--- config.mk ---
export PLATFORM = sky130hd
export DESIGN_NAME = serial_subtractor_flat
export DESIGN_NICKNAME = d
export VERILOG_FILES = /design/src/rtl/serial_subtractor_if.sv /design/src/rtl/serial_subtractor.sv /design/src/flat_wrapper.sv
export SDC_FILE = /design/constraint.sdc
export NUM_CORES = 1
export LEC_CHECK = 0
export CAP_MARGIN = 5
export CORE_MARGIN = 2
export CORE_UTILIZATION = 45
export DETAILED_ROUTE_END_ITERATION = 12
export PLACE_DENSITY = 0.7
export SLEW_MARGIN = 10
export SYNTH_ARGS = -nofsm -noshare
export SYNTH_HDL_FRONTEND = slang
export SYNTH_SLANG_ARGS = --single-unit
--- constraint.sdc ---
create_clock -name clk -period 1.5 [get_ports clk]
set_input_delay 0.15 -clock clk [delete_from_list [all_inputs] [get_ports clk]]
set_output_delay 0.15 -clock clk [all_outputs]
set_load 0.005 [all_outputs]
--- src/rtl/serial_subtractor_if.sv ---
// rtl/serial_subtractor_if.sv - start/busy/done handshake and operand/result bundle for serial_subtractor
// Optional feature macro: SERIAL_ADD_MODE_EN (adds the mode signal)
interface serial_subtractor_if #(
  parameter int WIDTH = 4
);
  logic             start;
  logic [WIDTH-1:0] a;
  logic [WIDTH-1:0] b;
  logic [WIDTH-1:0] diff;
  logic             borrow_out;
  logic             busy;
  logic             done;
`ifdef SERIAL_ADD_MODE_EN
  logic             mode;
`endif

  // Requester side: drives the operation, observes result and status
  modport master (
    output start, a, b,
`ifdef SERIAL_ADD_MODE_EN
    output mode,
`endif
    input  diff, borrow_out, busy, done
  );

  // Arithmetic unit side
  modport slave (
    input  start, a, b,
`ifdef SERIAL_ADD_MODE_EN
    input  mode,
`endif
    output diff, borrow_out, busy, done
  );
endinterface

--- src/rtl/serial_subtractor.sv ---
// rtl/serial_subtractor.sv - bit-serial WIDTH-bit subtractor (A - B), LSB first, with start/busy/done
// Optional feature macro: SERIAL_ADD_MODE_EN (mode=1 selects addition, borrow_out carries carry-out)
module serial_subtractor #(
  parameter int WIDTH = 4
) (
  input  logic                clk,
  input  logic                rst_n,
  serial_subtractor_if.slave  bus
);

  localparam int CW = $clog2(WIDTH + 1);
  localparam logic [CW-1:0] LAST_BIT = CW'(WIDTH - 1);

  typedef enum logic [1:0] {
    IDLE  = 2'd0,
    SHIFT = 2'd1,
    DONE  = 2'd2
  } state_t;

  state_t           state_q, state_d;
  logic [WIDTH-1:0] a_q, a_d;
  logic [WIDTH-1:0] b_q, b_d;
  logic [WIDTH-1:0] diff_q, diff_d;
  logic             borrow_q, borrow_d;
  logic             borrow_out_q, borrow_out_d;
  logic [CW-1:0]    cnt_q, cnt_d;
`ifdef SERIAL_ADD_MODE_EN
  logic             mode_q, mode_d;
`endif

  // The single reused cell: sum/difference bit and the next borrow (or carry)
  logic ai, bi, bin, d_bit, bout;
  always_comb begin
    ai    = a_q[0];
    bi    = b_q[0];
    bin   = borrow_q;
    d_bit = ai ^ bi ^ bin;
`ifdef SERIAL_ADD_MODE_EN
    if (mode_q) begin
      bout = (ai & bi) | ((ai ^ bi) & bin);
    end else begin
      bout = (~ai & bi) | (~(ai ^ bi) & bin);
    end
`else
    bout = (~ai & bi) | (~(ai ^ bi) & bin);
`endif
  end

  // Next-state and datapath update: accept in IDLE/DONE, one bit per SHIFT cycle
  always_comb begin
    state_d      = state_q;
    a_d          = a_q;
    b_d          = b_q;
    diff_d       = diff_q;
    borrow_d     = borrow_q;
    borrow_out_d = borrow_out_q;
    cnt_d        = cnt_q;
`ifdef SERIAL_ADD_MODE_EN
    mode_d       = mode_q;
`endif
    case (state_q)
      IDLE, DONE: begin
        if (bus.start) begin
          a_d      = bus.a;
          b_d      = bus.b;
          borrow_d = 1'b0;
          cnt_d    = '0;
          diff_d   = '0;
`ifdef SERIAL_ADD_MODE_EN
          mode_d   = bus.mode;
`endif
          state_d  = SHIFT;
        end else begin
          state_d  = IDLE;
        end
      end
      SHIFT: begin
        // start is deliberately not looked at here: operands and count are frozen
        diff_d   = {d_bit, diff_q[WIDTH-1:1]};
        a_d      = a_q >> 1;
        b_d      = b_q >> 1;
        borrow_d = bout;
        cnt_d    = cnt_q + CW'(1);
        if (cnt_q == LAST_BIT) begin
          borrow_out_d = bout;
          state_d      = DONE;
        end
      end
      default: state_d = IDLE;
    endcase
  end

  // State and datapath registers; reset aborts any operation immediately
  always_ff @(posedge clk or negedge rst_n) begin
    if (!rst_n) begin
      state_q      <= IDLE;
      a_q          <= '0;
      b_q          <= '0;
      diff_q       <= '0;
      borrow_q     <= 1'b0;
      borrow_out_q <= 1'b0;
      cnt_q        <= '0;
`ifdef SERIAL_ADD_MODE_EN
      mode_q       <= 1'b0;
`endif
    end else begin
      state_q      <= state_d;
      a_q          <= a_d;
      b_q          <= b_d;
      diff_q       <= diff_d;
      borrow_q     <= borrow_d;
      borrow_out_q <= borrow_out_d;
      cnt_q        <= cnt_d;
`ifdef SERIAL_ADD_MODE_EN
      mode_q       <= mode_d;
`endif
    end
  end

  assign bus.diff       = diff_q;
  assign bus.borrow_out = borrow_out_q;
  assign bus.busy       = (state_q == SHIFT);
  assign bus.done       = (state_q == DONE);

endmodule

--- src/flat_wrapper.sv ---
// flat-port wrapper written by rule: the top's interface ports become plain ports
module serial_subtractor_flat 
#(
  parameter int WIDTH = 4
)
  (clk, rst_n, bus_start, bus_a, bus_b, bus_diff, bus_borrow_out, bus_busy, bus_done);
  serial_subtractor_if #(.WIDTH(WIDTH)) bus_i ();
  input  logic clk;
  input  logic rst_n;
  input wire logic [$bits(bus_i.start)-1:0] bus_start;
  input wire logic [$bits(bus_i.a)-1:0] bus_a;
  input wire logic [$bits(bus_i.b)-1:0] bus_b;
  output wire logic [$bits(bus_i.diff)-1:0] bus_diff;
  output wire logic [$bits(bus_i.borrow_out)-1:0] bus_borrow_out;
  output wire logic [$bits(bus_i.busy)-1:0] bus_busy;
  output wire logic [$bits(bus_i.done)-1:0] bus_done;
  assign bus_i.start = bus_start;
  assign bus_i.a = bus_a;
  assign bus_i.b = bus_b;
  assign bus_diff = bus_i.diff;
  assign bus_borrow_out = bus_i.borrow_out;
  assign bus_busy = bus_i.busy;
  assign bus_done = bus_i.done;
  serial_subtractor #(.WIDTH(WIDTH)) u_core (.clk(clk), .rst_n(rst_n), .bus(bus_i));
endmodule
==> flow_summary.toml, run 1 <==
# yosys + openroad results
[final_timing]
timing.clock.skew_ps = 5.574
timing_max_transition_violations_final = 0
timing_worst_slew_pin_value_ps = 304.8
timing.final.crit_share_pct = 95.80

[place]
dpl_worst_slack_ps = 152.8
post-dp-hpwl_microns = 1285
globalplace.congestion = 0.7484
port_buffers = 17

[clock_tree]
clock-sinks = 19
clock.latency.late_pin_ps = 300
root_buffer = "clkbuf_4"
cts_tree = "built"

[worst_setup_path]
critPathMaxFanout = 7
critical_path.endpoint_type = "output pin"
critPathTopFamily = "buffers and inverters"
worstSetupStartpointType = "flop"
crit_type = "reg -> out"
worst-path-buf-inv = 3

[global_route]
grt_pass1_vias = 702
grt_pass1_wl_microns = 3229

[pwr]
p_per_area_nw_per_um2 = 1926
seq_power_share_pct = 39.0
power_switching_uw = 835.5
p_leak_uw = 0.0005332
p_int_uw = 1490

[synth]
synth.net_count = 95
ys.flops = 19
fa_ha_area_share_pct = 4.787
mappedNetlistArea_sq_um = 940.9
edf_count = 0
synth_top_flop_cell = "dfrtp_1"
post_synth_ao_oa_area_fraction_pct = 16.76
ys_top_logic_family = "AND-OR/OR-AND gates"

[drt]
detailedRoute.firstIterationViolations = 8
vias_per_cell = 5.276

[flow_run]
warning_count = 26
max_cap_violations = 0

[final_layout]
syn2layout_area_growth_pct = 28.32
post_route_cells_drive_above_1_share_pct = 19.63
finalInstanceArea_sq_um = 1207

[die]
die_width_microns = 49.73
dieArea_sq_um = 2473
die.size.y_microns = 49.73
floorplan.rows = 16

[min_path]
hold_class = "in -> async"

[status]
status = "finished, final reports clean"
[run 1: flip-flops by register name, summed over array words and instances, names as in the netlist]
| name | cells |
|---|---|
| u_core.a_q | 4 |
| u_core.b_q | 4 |
| u_core.bus.diff | 4 |
| u_core.cnt_q | 3 |
| u_core.state_q | 2 |
| u_core.bin | 1 |
| u_core.bus.borrow_out | 1 |
[run 1: power groups by stage]
stage | combinational (uW) | clock [uW] | sequential [uW]
global route | 1310 | 296 | 941
floorplan | 783 | 0 | 891
detailed placement | 1080 | 0 | 941
CTS | 1170 | 264 | 905
global placement | 1070 | 0 | 935
finish | 1160 | 253 | 908
[run 1: area by class of cell]
type	count	area [sq um]
clock buffer	3	22.52
clock inverter	1	5.005
multi-input combinational	53	410.4
fill	181	754.5
sequential	19	476.7
inverter	5	23.77
tap	27	33.78
timing repair buffer	26	235.2
[run 1: stage by stage]
step	utilization, %	hold slack (ps)	setup TNS (ps)	cells	power (uW)
5_1_grt	61.54	173.6	-0.6524	134	2552
3_5_place_dp	58.16	480.3	0	125	2021
3_3_place_gp	58.16	486.7	0	125	2001
6_report	61.54	168.6	0	134	2325
2_1_floorplan	-	-145.6	0	81	1674
4_1_cts	61.16	172.6	0	133	2342
[run 1: cells in the mapped netlist, types with 3 or more instances]
master	number	area share, %
dfrtp_1	19	51
a22o_1	8	7.4
mux2i_1	6	6.4
nor2b_1	5	3.3
o21ai_0	5	2.7
a211oi_1	4	3.2
a21oi_1	4	2.1
inv_1	4	1.6
buf_4	3	2.4
nor2_1	3	1.2
[run 1: repair_timing]
action                                  4_1_cts  5_1_grt
resized                                       4        0
endpoints found under the setup margin        2        1
setup buffers                                 4        1
[run 1: metal layers]
layer | vias to the layer above | global-route usage (%) | part of all wire (%)
li1 | 346 | - | -
met2 | 15 | 27.78 | 47
met3 | 2 | 3.939 | 5.1
met1 | 344 | 22.38 | 46
met4 | 0 | 6.944 | 1.5
met5 | - | 0 | 0
[run 1: cells by family (layout without fill, tap and decap cells)]
kind of cell    count (synthesis)  after routing
simple gates                   19             19
buf+inv                         9             35
fa+ha+maj                       3              3
mux                             8              8
flops                          19             19
compound gates                 23             23
[run 1: worst max path at each step]
stage | start | endpoint | slack, ps | depth (start not counted)
after floorplan | u_core.cnt_q[0]$_DFFE_PN0P_ | u_core.cnt_q[1]$_DFFE_PN0P_ | 270 | 3
after detailed placement | u_core.state_q[0]$_DFFE_PN0P_ | bus_busy | 150 | 3
after global routing | u_core.state_q[1]$_DFFE_PN0P_ | bus_busy | -0.7 | 4
final | u_core.state_q[1]$_DFFE_PN0P_ | bus_busy | 60 | 4
after global placement | u_core.state_q[1]$_DFFE_PN0P_ | bus_busy | 190 | 3
after CTS | u_core.state_q[1]$_DFFE_PN0P_ | bus_busy | 60 | 4
==> run_1/layer_met2.png <==
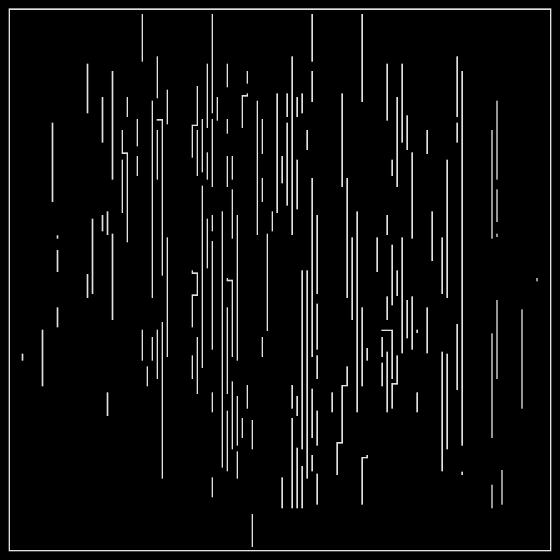
wire length on this layer	847 microns
share of all routed wire	47%
longest straight run	34.3 microns
main direction	vertical
met2 track utilization from global routing: 27.78%
Via Count: 707
detailed-route wire length: 1788 microns

==> run_1/layer_met3.png <==
Scale bar: 10 microns. Cells faint in the background.
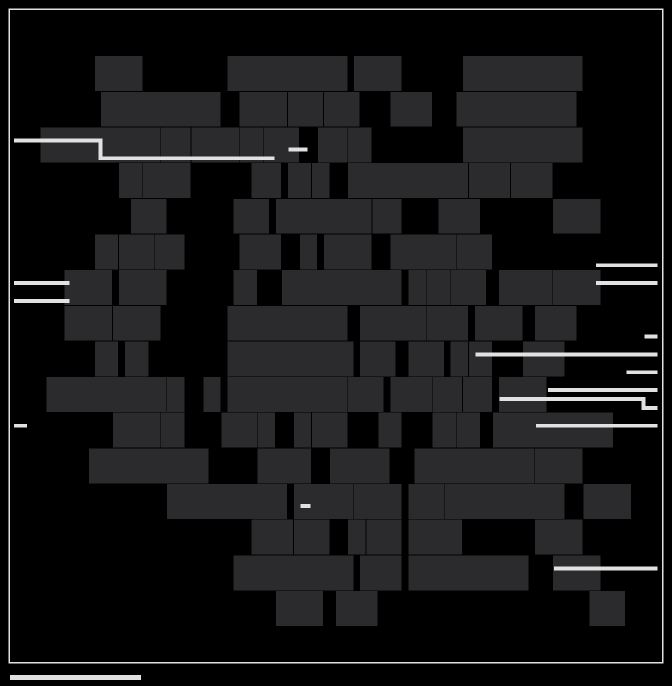
share of all routed wire	5.2%
longest straight run	13.6 microns

==> run_1/congestion.png <==
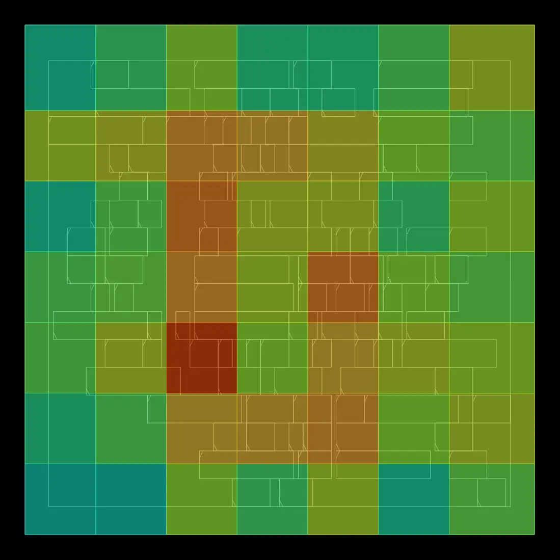
share of the core filled with cells in the final layout: 61.54%
average wire per standard cell: 13.34 microns
GRT met1 Usage: 22.38%
busiest layer in global routing: met2

==> run_1/flops_by_reg.png <==
Scale bar: 10 microns.
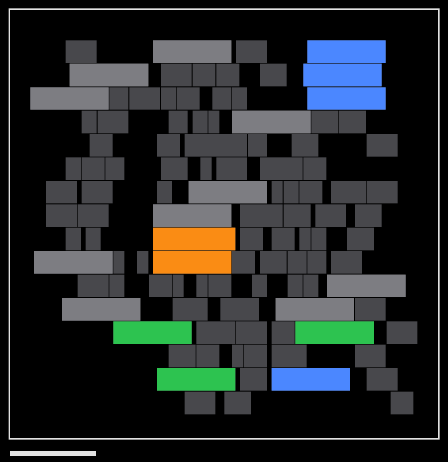
netlist name	color	sequential cells
`u_core.cnt_q`	green	3
`u_core.bus.diff`	blue	4
`u_core.state_q`	orange	2

==> run 2: changes to the inputs <==
SLEW_MARGIN = unset   (was 10)
==> run_2/layer_met3.png <==
Scale bar: 10 microns. Cells faint in the background.
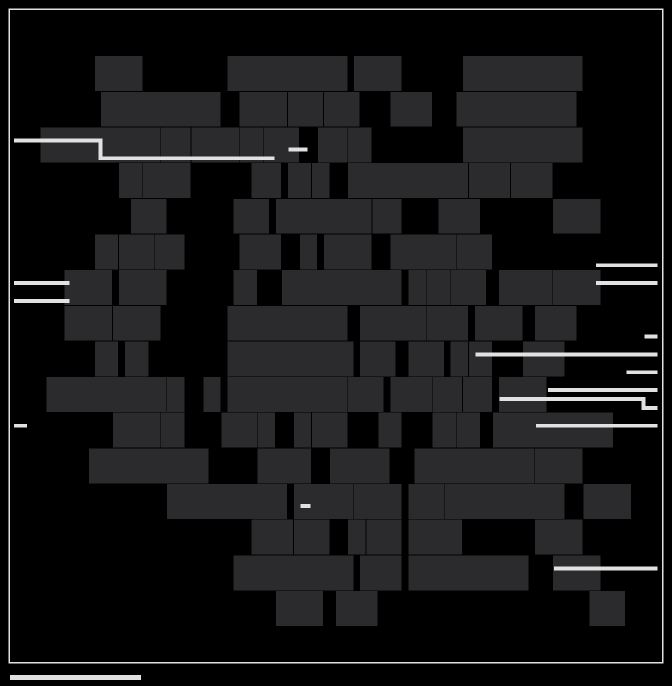
longest straight run	13.6 microns
share of all routed wire	5.2%
wire length on this layer	92.9 microns
met3 global-route usage: 3.939%

==> flow_summary.toml, run 2 <==
# yosys + openroad results
[worst_setup_path]
setup.reg_to_reg.worst_slack_ps = 170
max_stage_delay_ps = 390
worstSetupStartpointType = "flop"
crit_type = "reg -> out"
slowest_stage = "dfrtp_1"
critical_path.endpoint_type = "output pin"
crit_path_cell_trace = "buf_4 -> nand2b_4 -> inv_6 -> dlygate4sd2_1"
critPathMaxFanout = 7

[synth]
top_area_cell = "dfrtp_1"
synth.net_count = 95
ys.flops = 19
synth_largest_type_area_fraction_pct = 50.53
mappedNetlistArea_sq_um = 940.9
ys_async_sr_fraction_pct = 100.0
synth_top_flop_cell = "dfrtp_1"
ys.warnings.count = 0
ys_top_cells_by_area = "dfrtp_1 51%, a22o_1 7.4%, mux2i_1 6.4%, nor2b_1 3.3%, a211oi_1 3.2%"
ys_top_cells_by_count = "19 x dfrtp_1, 8 x a22o_1, 6 x mux2i_1, 5 x nor2b_1, 5 x o21ai_0"
edf_count = 0
synth.avg_cell_area_sq_um = 11.62
most_used_standard_cell_by_instance_count_after_synthesis = "dfrtp_1"
syn-instance-count = 81

[drt]
routed-via-count = 707
detailedRoute.firstIterationViolations = 8
vias_per_cell = 5.276
first_pass_iters = 3
wl_per_cell_microns = 13.34
finalWirelength_microns = 1788
number_of_nets_with_antenna_violations_after_routing = 0

[clock_tree]
clk_pin_slew_worst_paths_ps = 110
cts_tree = "built"
root_buffer = "clkbuf_4"
tritoncts.num_buffers = 3
ctsLongestPathBuffers = 2
clock.latency.late_pin_ps = 300
cts_max_level = 1
clock-sinks = 19

[final_timing]
period_needed_ps = 1437
timing.final.crit_share_pct = 95.80
timing.setup.tns_ps = 0
timing.clock.skew_ps = 5.574
timing_worst_slew_pin_value_ps = 304.8
timing_max_transition_violations_final = 0
report.final.setup_viol = 0
max_clock_freq_mhz = 695.9

[die]
die.size.y_microns = 49.73
die_width_microns = 49.73
core_region_sq_um = 1962
floorplan.rows = 16
dieArea_sq_um = 2473

[pwr]
power_switching_uw = 835.5
p_int_uw = 1490
p_per_area_nw_per_um2 = 1926
p_leak_uw = 0.0005332
worst_ir_drop_vdd_mv = 0.8558
seq_power_share_pct = 39.0

[place]
globalplace.congestion = 0.7484
dpl_worst_slack_ps = 152.8
port_buffers = 17
post-dp-hpwl_microns = 1285

[global_route]
grt_pass1_wl_microns = 3229
grt_pass1_vias = 702
grtUsageTotal_pct = 17.24
pin_count_of_the_biggest_net_entering_global_routing = 20

[final_layout]
num-fill-cells = 181
post_route_cells_drive_above_1_share_pct = 19.63
syn2layout_area_growth_pct = 28.32
finalInstanceArea_sq_um = 1207
antenna_cell_count = 0

[flow_run]
max_cap_violations = 0
warning_count = 26

[min_path]
hold_class = "in -> async"

[status]
status = "finished, final reports clean"
==> run_2/flops_by_reg.png <==
Scale bar: 10 microns.
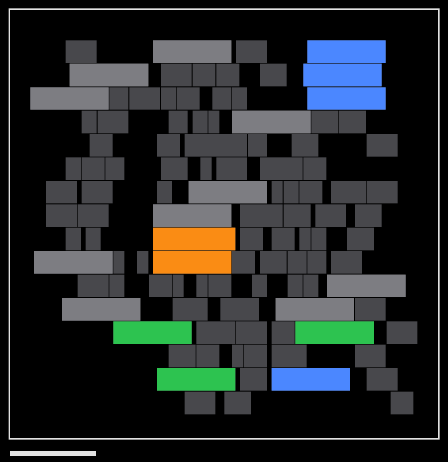
netlist name	color	sequential cells
`u_core.state_q`	orange	2
`u_core.bus.diff`	blue	4
`u_core.cnt_q`	green	3

[run 2: cell counts after synthesis]
No cell type changed its count.
[run 2: cell families (layout without fill, tap and decap cells)]
logic type	after synthesis	after routing	share of synthesized area, %
buffers and inverters	9	35	5.851
flip-flops	19	19	50.53
AND-OR/OR-AND	23	23	16.76
AND/OR/NAND/NOR	19	19	13.30
adder cells (fa/ha/maj)	3	3	4.787
multiplexers	8	8	8.777
[run 2: routing by layer]
metal / share of wire (%) / global-route usage, % / vias to the layer above
met5: 0 / 0 / -
met3: 5.1 / 3.939 / 2
met4: 1.5 / 6.944 / 0
met2: 47 / 27.78 / 15
met1: 46 / 22.38 / 344
li1: - / - / 346
[run 2: worst max-delay path by stage]
stage	depth (start not counted)	slack, ps	to	startpoint
final	4	60	bus_busy	u_core.state_q[1]$_DFFE_PN0P_
after floorplan	3	270	u_core.cnt_q[1]$_DFFE_PN0P_	u_core.cnt_q[0]$_DFFE_PN0P_
after CTS	4	60	bus_busy	u_core.state_q[1]$_DFFE_PN0P_
after global routing	4	-0.7	bus_busy	u_core.state_q[1]$_DFFE_PN0P_
after global placement	3	190	bus_busy	u_core.state_q[1]$_DFFE_PN0P_
after detailed placement	3	150	bus_busy	u_core.state_q[0]$_DFFE_PN0P_
[run 2: final cells by class]
type                    count  area (sq um)  area share [%]
clock buffers               3         22.52           1.865
flip-flops and latches     19         476.7           39.48
inverters                   5         23.77           1.969
multi-input cells          53         410.4           33.99
clock inverters             1         5.005          0.4145
repair buffers             26         235.2           19.48
well taps                  27         33.78           2.798
[run 2: stage by stage]
stage / hold slack (ps) / cells / power (uW) / util, %
finish: 168.6 / 134 / 2325 / 61.54
global route: 173.6 / 134 / 2552 / 61.54
CTS: 172.6 / 133 / 2342 / 61.16
detailed placement: 480.3 / 125 / 2021 / 58.16
global placement: 486.7 / 125 / 2001 / 58.16
floorplan: -145.6 / 81 / 1674 / -
[run 2: timing repair]
action / 4_1_cts / 5_1_grt
setup endpoints to repair: 2 / 1
setup buffers: 4 / 1
resized: 4 / 0
[run 2: power groups by stage]
stage / Sequential [uW] / Clock [uW] / Combinational, uW
3_3_place_gp: 935 / 0 / 1070
6_report: 908 / 253 / 1160
4_1_cts: 905 / 264 / 1170
3_5_place_dp: 941 / 0 / 1080
5_1_grt: 941 / 296 / 1310
2_1_floorplan: 891 / 0 / 783
[run 2: worst max-delay path, delay by kind of cell, from the launching register on]
family,cells,cell delay [ps]
buffers and inverters,3,450
flip-flops,1,390
AND/OR/NAND/NOR,1,150
==> run 3: changes to the inputs <==
DONT_BUFFER_PORTS = 1   (was unset)
PLACE_DENSITY = 0.59   (was 0.7)
clock period = 1.6 ns   (was 1.5 ns; I/O delays follow)
==> flow_summary.toml, run 3 <==
# yosys + openroad results
[global_route]
number_of_antenna_violations_at_the_first_check_in_global_routing = 0
grt_pass1_wl_microns = 3070
grtUsageTotal_pct = 16.14
grt_pass1_vias = 654
pin_count_of_the_biggest_net_entering_global_routing = 20

[clock_tree]
cts_max_level = 1
root_buffer = "clkbuf_4"
clock.latency.late_pin_ps = 290
cts_tree = "built"
clock-sinks = 19
tritoncts.num_buffers = 3
ctsLongestPathBuffers = 2
clk_pin_slew_worst_paths_ps = 100

[worst_setup_path]
crit_type = "reg -> out"
worstSetupStartpointType = "flop"
regToRegEndpoint = "u_core.cnt_q[1]$_DFFE_PN0P_"
max_stage_delay_ps = 530
critPathMaxFanout = 8
crit_path_cell_trace = "buf_4 -> nor2b_1"
endpoint = "bus_done"
critPathTopFamily = "flip-flops"
crit_path_start = "u_core.state_q[1]$_DFFE_PN0P_"
setup.reg_to_reg.worst_slack_ps = 300
critical_path.endpoint_type = "output pin"
slowest_stage = "dfrtp_1"
worst-path-buf-inv = 1
critical_path_depth = 2

[synth]
synth.avg_cell_area_sq_um = 11.62
edf_count = 0
fa_ha_area_share_pct = 4.787
synth_xor_xnor_area_share_pct = 0
mappedNetlistArea_sq_um = 940.9
synth.net_count = 95
post_synth_ao_oa_area_fraction_pct = 16.76
synth_top_flop_cell = "dfrtp_1"
ys_top_logic_family = "AND-OR/OR-AND gates"
ys.warnings.count = 0
synth.lib_cells_used.distinct = 24
ys_top_cells_by_area = "dfrtp_1 51%, a22o_1 7.4%, mux2i_1 6.4%, nor2b_1 3.3%, a211oi_1 3.2%"
ys_async_sr_fraction_pct = 100.0
ys_top_cells_by_count = "19 x dfrtp_1, 8 x a22o_1, 6 x mux2i_1, 5 x nor2b_1, 5 x o21ai_0"
ys.flops = 19
syn-instance-count = 81
top_area_cell = "dfrtp_1"
simple_gate_area_share_pct = 13.30
mux_share_pct = 8.777
most_used_standard_cell_by_instance_count_after_synthesis = "dfrtp_1"
synth_largest_type_area_fraction_pct = 50.53

[drt]
vias_per_cell = 5.541
number_of_nets_with_antenna_violations_after_routing = 0
drc_errors = 0
routed-via-count = 615
wl_per_cell_microns = 15.00
first_pass_iters = 4
finalWirelength_microns = 1665
detailedRoute.firstIterationViolations = 8

[pwr]
p_per_area_nw_per_um2 = 1963
worst_ir_drop_vdd_mv = 0.8273
p_leak_uw = 0.0004295

[min_path]
hold_class = "in -> reg"
min_delay_path_depth = 1

[flow_run]
warning_count = 26
max_cap_violations = 0

[final_layout]
syn2layout_area_growth_pct = 5.452
antenna_cell_count = 0
post_route_cells_drive_above_1_share_pct = 14.29
layout.core_utilization_pct = 50.57

[die]
die_width_microns = 49.73
die.size.y_microns = 49.73
floorplan.rows = 16
core_region_sq_um = 1962
dieArea_sq_um = 2473
floorplan.io_pins = 18

[status]
status = "finished, final reports clean"

[final_timing]
report.final.setup_viol = 0
timing_worst_slew_pin_value_ps = 852.6
timing_max_transition_violations_final = 0
slew_headroom_pct = 42.97
max_clock_freq_mhz = 732.2
timing.clock.skew_ps = 1.577
hold_viol_final = 0
timing.setup.tns_ps = 0
period_needed_ps = 1366
timing.final.crit_share_pct = 85.35
rsz_0062_raised_after_global_routing = "no"

[place]
post-dp-hpwl_microns = 1191
globalplace.congestion = 0.6923
dpl_worst_slack_ps = 318.6
port_buffers = 0
==> run 3: metrics by stage <==
step	instance area [sq um]	instances	hold slack [ps]	power, uW
final	992.2	111	18.32	1948
after global routing	992.2	111	6.638	2157
after CTS	992.2	111	10.30	1979
after detailed placement	955.9	106	-135.1	1717
after global placement	955.9	106	-135.2	1686
after floorplan	940.9	81	-135.6	1569
==> run 3: cell families after synthesis <==
group | count (synthesis)
compound gates | 23
fa+ha+maj | 3
buf+inv | 9
flops | 19
mux | 8
simple gates | 19
==> run 3: timing repair <==
| item | 4_1_cts | 5_1_grt |
|---|---|---|
| hold buffers | 1 | 0 |
| resized | 0 | 0 |
| buffers inserted | 0 | 0 |
| endpoints found under the hold margin | 19 | 0 |
==> run 3: how the worst min path moves through the flow <==
stage | startpoint | endpoint | slack [ps]
2_1_floorplan | rst_n | u_core.a_q[0]$_DFFE_PN0P_ | -140
3_3_place_gp | rst_n | u_core.state_q[0]$_DFFE_PN0P_ | -140
3_5_place_dp | rst_n | u_core.bus.diff[0]$_DFFE_PN0P_ | -140
4_1_cts | bus_b[3] | u_core.b_q[3]$_DFFE_PN0P_ | 10
5_1_grt | bus_b[3] | u_core.b_q[3]$_DFFE_PN0P_ | 7
6_report | bus_b[3] | u_core.b_q[3]$_DFFE_PN0P_ | 20
==> run 3: final cells by class <==
cell class	instances	area, sq um
repair buffers	3	25.02
well taps	27	33.78
multi-input cells	53	410.4
flip-flops and latches	19	475.5
clock buffers	4	26.28
inverters	5	21.27
fillers	205	969.7
==> run 3: metal layers <==
metal  global-route usage [%]  vias up  part of all wire, %
met2                    25.56       13                   49
met5                        0        -                    0
met3                    3.333        0                  4.6
met4                    4.167        0                    0
li1                         -      297                    -
met1                    22.50      305                   46
==> run 3: power by group <==
| part | switching (uW) | internal [uW] |
|---|---|---|
| Combinational | 390 | 416 |
| Sequential | 207 | 698 |
| Clock | 140 | 96.7 |
==> run_3/layer_met1.png <==
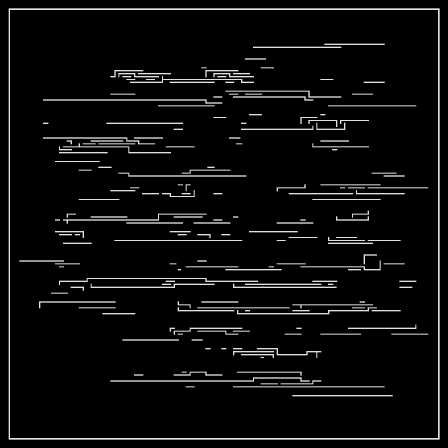
nets with wire on the layer	88
share of all routed wire	46%
main direction	horizontal
longest straight run	18.9 microns

==> run_3/flops_by_reg.png <==
Scale bar: 10 microns.
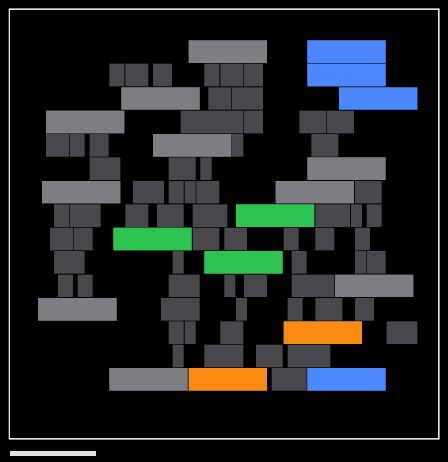
netlist name	color	sequential cells
`u_core.cnt_q`	green	3
`u_core.bus.diff`	blue	4
`u_core.state_q`	orange	2
not colored	10

No activity file was given, so power comes from the tool's default toggle rates.
